$ cat src/rtl/pipe_stage_reg.sv
// Valid/ready pipeline register with flush and hold; data_o/valid_o are driven from flops.
// Define PIPE_STAGE_REG_SKID_EN for a main+skid pair that keeps ready_o free of any ready_i path.
`default_nettype none

module pipe_stage_reg #(
  parameter int                 DATA_W     = 64,
  parameter logic [DATA_W-1:0]  FLUSH_DATA = '0
) (
  input  logic              clk_i,
  input  logic              rst_i,
  input  logic              hold_i,
  input  logic              flush_i,
  input  logic              valid_i,
  output logic              ready_o,
  input  logic [DATA_W-1:0] data_i,
  output logic              valid_o,
  input  logic              ready_i,
  output logic [DATA_W-1:0] data_o,
  output logic [1:0]        occ_o
);

  logic              main_vld_q, main_vld_d;
  logic [DATA_W-1:0] main_data_q, main_data_d;
  logic              ready_base;
  logic              accept;
  logic              pop;

  // Any control event that disturbs the stage also closes the upstream side.
  assign ready_o = ready_base & ~hold_i & ~flush_i & ~rst_i;
  assign accept  = valid_i & ready_o;
  assign pop     = main_vld_q & ready_i & ~hold_i & ~rst_i;

  assign valid_o = main_vld_q;
  assign data_o  = main_data_q;

`ifdef PIPE_STAGE_REG_SKID_EN

  logic              skid_vld_q, skid_vld_d;
  logic [DATA_W-1:0] skid_data_q, skid_data_d;

  assign ready_base = ~skid_vld_q;
  assign occ_o      = {1'b0, main_vld_q} + {1'b0, skid_vld_q};

  always_comb begin
    main_vld_d  = main_vld_q;
    main_data_d = main_data_q;
    skid_vld_d  = skid_vld_q;
    skid_data_d = skid_data_q;
    if (!hold_i) begin
      if (flush_i) begin
        main_vld_d  = 1'b0;
        main_data_d = FLUSH_DATA;
        skid_vld_d  = 1'b0;
      end else if (skid_vld_q) begin
        // Skid holds the older beat; it drains into main before anything new is taken.
        if (pop) begin
          main_vld_d  = 1'b1;
          main_data_d = skid_data_q;
          skid_vld_d  = 1'b0;
        end
      end else if (!main_vld_q || pop) begin
        main_vld_d  = accept;
        main_data_d = accept ? data_i : FLUSH_DATA;
      end else if (accept) begin
        skid_vld_d  = 1'b1;
        skid_data_d = data_i;
      end
    end
  end

  always_ff @(posedge clk_i) begin
    if (rst_i) begin
      skid_vld_q <= 1'b0;
    end else begin
      skid_vld_q <= skid_vld_d;
    end
  end

  always_ff @(posedge clk_i) begin
    skid_data_q <= skid_data_d;
  end

`else

  assign ready_base = ~main_vld_q | ready_i;
  assign occ_o      = {1'b0, main_vld_q};

  always_comb begin
    main_vld_d  = main_vld_q;
    main_data_d = main_data_q;
    if (!hold_i) begin
      if (flush_i) begin
        main_vld_d  = 1'b0;
        main_data_d = FLUSH_DATA;
      end else if (!main_vld_q || pop) begin
        main_vld_d  = accept;
        main_data_d = accept ? data_i : FLUSH_DATA;
      end
    end
  end

`endif

  // Output register: data_o is reset too, so an empty stage always shows FLUSH_DATA.
  always_ff @(posedge clk_i) begin
    if (rst_i) begin
      main_vld_q  <= 1'b0;
      main_data_q <= FLUSH_DATA;
    end else begin
      main_vld_q  <= main_vld_d;
      main_data_q <= main_data_d;
    end
  end

endmodule

`default_nettype wire
$ cat config.mk
export PLATFORM = sky130hd
export DESIGN_NAME = pipe_stage_reg
export DESIGN_NICKNAME = d
export VERILOG_FILES = /design/src/rtl/pipe_stage_reg.sv
export SDC_FILE = /design/constraint.sdc
export NUM_CORES = 1
export LEC_CHECK = 0
export CORE_ASPECT_RATIO = 1.2
export CORE_MARGIN = 8
export CORE_UTILIZATION = 35
export DETAILED_ROUTE_END_ITERATION = 6
export GPL_TIMING_DRIVEN = 0
export HOLD_SLACK_MARGIN = 0.02
export PLACE_DENSITY = 0.83
export SLEW_MARGIN = 20
export SYNTH_ARGS = -nofsm -noshare
export SYNTH_HDL_FRONTEND = slang
export SYNTH_SLANG_ARGS = --single-unit
$ cat constraint.sdc
create_clock -name clk_i -period 3.65 [get_ports clk_i]
set_input_delay 0.365 -clock clk_i [delete_from_list [all_inputs] [get_ports clk_i]]
set_output_delay 0.365 -clock clk_i [all_outputs]
set_load 0.03 [all_outputs]
==> run notes, run 1 <==
run results: outcome=finished clean, Multi-input gate area=704 µm², Clock Path Buffers=2, Avg Cell Area, Syn=13.8 µm², OpenROAD warning count=26, CP Cell Sequence=clkdlybuf4s50_1, inv_1, a2111oi_0, clkdlybuf4s50_1, final slew viol count=0, Worst path top cell family by delay=buffers and inverters, Root Driver=clkbuf_8, RSZ-0062 raised after global routing=false, initial antenna violation count=0, Die Y=101 µm, FP Core Util=0.356, Rel. slew slack=0.564, Critical Path RT=3.28 ns, CP Launch Type=primary input, final-stage net count=371, hold_ws=0.479 ns, buffers plus inverters on the worst setup path=3, Vias=1826, WL final=6520 µm, ANT cells=0, Boundary Pins=138, sequential area share after synthesis=0.612
[run 1: Yosys cell counts]
master	instances	area (µm²)
buf_6	6	67.6
inv_1	2	7.51
or3b_4	1	11.3
a211oi_4	1	20.0
o21ai_0	1	5.00
nor2_1	1	3.75
buf_4	2	15.0
dfxtp_1	65	1300
a22o_2	55	551
buf_2	6	30.0
a22o_1	9	78.8
conb_1	1	3.75
a21oi_2	1	8.76
a21oi_1	1	5.00
or3b_1	1	8.76
a2111oi_0	1	8.76
[run 1: worst paths after layout]
| path | startpoint | to | slack, ns | depth (start not counted) |
|---|---|---|---|---|
| setup / recovery | ready_i | ready_o | 1.21 | 4 |
| hold / removal | data_o[30]$_SDFFE_PP0P_ | data_o[30]$_SDFFE_PP0P_ | 0.48 | 1 |
| setup reg to reg | valid_o$_SDFFE_PP0P_ | data_o[41]$_SDFFE_PP0P_ | 1.84 | 4 |
| hold reg to reg | data_o[30]$_SDFFE_PP0P_ | data_o[30]$_SDFFE_PP0P_ | 0.48 | 1 |
[run 1: where the power goes]
group | switching [mW] | internal [mW] | total, mW
Clock | 0.252 | 0.242 | 0.495
Combinational | 0.0846 | 0.117 | 0.202
Sequential | 0.0100 | 0.727 | 0.737
Total | 0.347 | 1.09 | 1.43
[run 1: flip-flops by register name (all words and copies together), names as in the netlist]
register	flops
data_o	64
valid_o	1
[run 1: final cells by class]
class	count	area share
plain buffers	14	0.0301
multi-input cells	73	0.188
flip-flops and latches	65	0.347
repair buffers	136	0.364
clock buffers	12	0.0361
clock inverters	4	0.00535
well taps	82	0.0274
inverters	2	0.00200
[run 1: logic make-up after synthesis]
kind of cell           share of synthesized area
AND-OR/OR-AND                              0.318
flip-flops                                 0.612
other                                    0.00176
AND/OR/NAND/NOR                           0.0112
buffers and inverters                     0.0565
[run 1: stage by stage]
stage,area (µm²),cells,utilization
after global routing,3740,388,0.627
final,3740,388,0.627
after CTS,3740,388,0.627
after global placement,3590,372,0.601
after detailed placement,3590,372,0.601
after floorplan,2130,154,-
[run 1: placed cells by master (no fill, tap or decap)]
cell and instances:
a2111oi_0 1, a211oi_4 1, a21oi_1 1, a21oi_2 1, a22o_1 9, a22o_2 55, buf_2 6, buf_4 2
buf_6 6, clkbuf_1 3, clkbuf_8 9, clkdlybuf4s50_1 136, clkinv_2 4, conb_1 1, dfxtp_1 65, inv_1 2
nor2_1 1, o21ai_0 1, or3b_1 1, or3b_4 1
[run 1: metal layers]
layer,GRT usage,part of all wire,vias to the layer above
met1,0.164,0.43,839
met2,0.239,0.45,95
met5,0,0,-
li1,-,-,882
met3,0.0666,0.11,10
met4,0.0716,0.014,0
Run 1, signal wires by layer:
Two of the layers only.
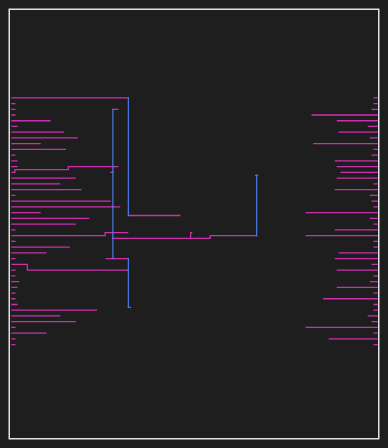
layer	colour	wire length
metal 4	blue	89.1 µm
metal 3	magenta	691 µm

Run 1, the metal 1 layer:
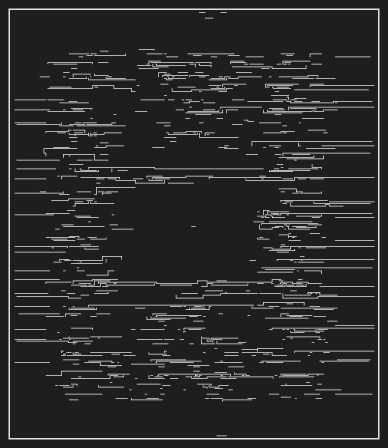
nets with wire on the layer	327
wire length on this layer	2830 µm
share of all routed wire	43%

Run 1, metal 2:
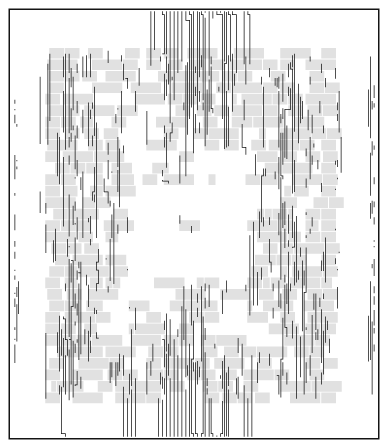
nets with wire on the layer	337
longest straight run	33.5 µm
wire length on this layer	2910 µm

## Run 2: what changed since run 1
Clock period 3.65 ns to 2.5 ns, I/O delays scaled along.
==> run 2 against run 1 <==
Net effect:
- sequential power increased by 47%
- via count did not move
- synthesized cell count did not move
- wire length is the same
- setup slack worse by 0.92 ns
- critical path type unchanged
- combinational power grew 46%
==> run notes, run 2 <==
run results: WL final=6520 µm (unchanged), Hold Path Depth=1 (unchanged), outcome=finished clean (unchanged), final slew viol count=0 (unchanged), Critical Path Stages=4 (unchanged), top cells by count=dfxtp_1 (65), a22o_2 (55), a22o_1 (9) (unchanged), Vias=1826 (unchanged), ANT cells=0 (unchanged), Worst Reg-to-Reg Cells=4 (unchanged), Top cell excl fill/tap=clkdlybuf4s50_1 (unchanged), clock power share=0.345 (about the same), Root Driver=clkbuf_8 (unchanged), OpenROAD warning count=26 (unchanged), Rel. slew slack=0.564 (unchanged), Finished Cell Area=3740 µm² (unchanged), Avg Cell Area, Syn=13.8 µm² (unchanged), buffers plus inverters on the worst setup path=3 (unchanged), internal power=1.59 mW (was 1.09 mW), CP Cell Sequence=clkdlybuf4s50_1, inv_1, a2111oi_0, clkdlybuf4s50_1 (unchanged), ys async rst share=0 (unchanged), Worst path top cell family by delay=buffers and inverters (unchanged), Synth top cell by count=dfxtp_1 (unchanged), Clock Path Buffers=2 (unchanged), area leader, netlist=dfxtp_1 (unchanged), count of library flops with an enable pin=0 (unchanged), Logic pwr share=0.141 (about the same)
[run 2: cell counts in the layout (fill, tap and decap cells not counted)]
Identical to the previous run, type by type.
[run 2: power groups by stage]
stage	sequential, mW	clock (mW)	combinational [mW]
global placement	1.10	0	0.292
global route	1.08	0.795	0.311
detailed placement	1.10	0	0.296
floorplan	1.15	0	0.0630
finish	1.08	0.722	0.295
CTS	1.08	0.748	0.297
[run 2: cell families after synthesis]
group,Yosys count,synth area share
AND-OR/OR-AND,69,0.318
buffers and inverters,16,0.0565
flip-flops,65,0.612
other,1,0.00176
AND/OR/NAND/NOR,3,0.0112
[run 2: area by class of cell]
cell class | count | share of cell area
clock buffer | 12 | 0.0361
sequential | 65 | 0.347
buffer | 14 | 0.0301
multi-input combinational | 73 | 0.188
clock inverter | 4 | 0.00535
inverter | 2 | 0.00200
tap | 82 | 0.0274
timing repair buffer | 136 | 0.364
[run 2: metal layers]
| metal | up-vias | routed length (µm) | track usage |
|---|---|---|---|
| li1 | 882 | - | - |
| met1 | 839 | 2830 | 0.164 |
| met2 | 95 | 2910 | 0.239 |
| met3 | 10 | 690 | 0.0666 |
| met4 | 0 | 89 | 0.0716 |
| met5 | - | 0 | 0 |
[run 2: stage by stage]
stage,power (mW),utilization,std cells
2_1_floorplan,1.21,-,154
3_3_place_gp,1.39,0.601,372
3_5_place_dp,1.40,0.601,372
4_1_cts,2.12,0.627,388
5_1_grt,2.19,0.627,388
6_report,2.09,0.627,388
[run 2: worst reg2reg max path, cell delays in order, from the launching register on]
cell	delay, ns
dfxtp_1	0.46
or3b_1	0.40
a21oi_2	0.41
buf_2	0.32
a22o_2	0.18
[run 2: final timing paths]
kind | to | start | slack [ns]
hold / removal | data_o[30]$_SDFFE_PP0P_ | data_o[30]$_SDFFE_PP0P_ | 0.48
setup reg to reg | data_o[41]$_SDFFE_PP0P_ | valid_o$_SDFFE_PP0P_ | 0.69
setup / recovery | ready_o | ready_i | 0.29
hold reg to reg | data_o[30]$_SDFFE_PP0P_ | data_o[30]$_SDFFE_PP0P_ | 0.48
Run 2, the metal 1 layer:
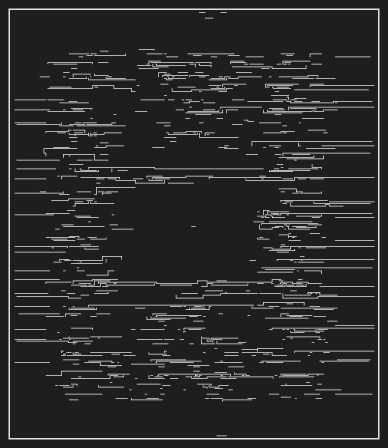
longest straight run	39.1 µm
share of all routed wire	43%
main direction	horizontal
nets with wire on the layer	327

Run 2, cells by drive strength:
Scale bar: 20 µm.
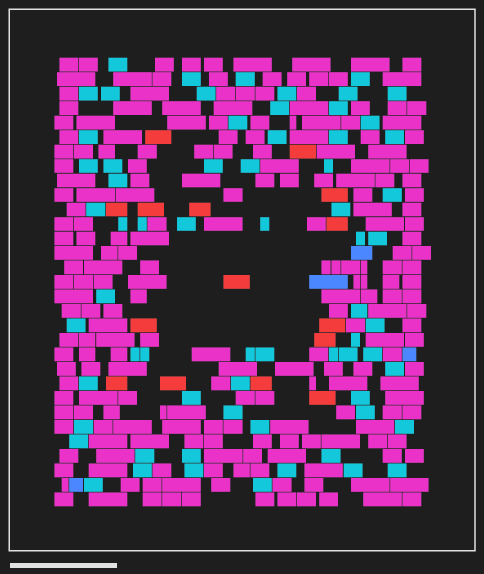
size	colour	cells
_0 and _1 cells	magenta	221
_3 and _4 cells	blue	4
_2 cells	cyan	66
_6 and larger	red	15

Run 2, the clock network:
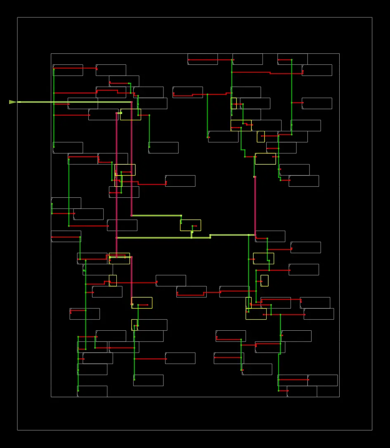
clk_buf instances: 12
Latency at later pin: 0.32 ns
clock sink count: 65
Post-Route Skew: 0.00367 ns
Clk power: 722 µW

Power figures rest on the tool's default switching activity, not on a simulated workload.
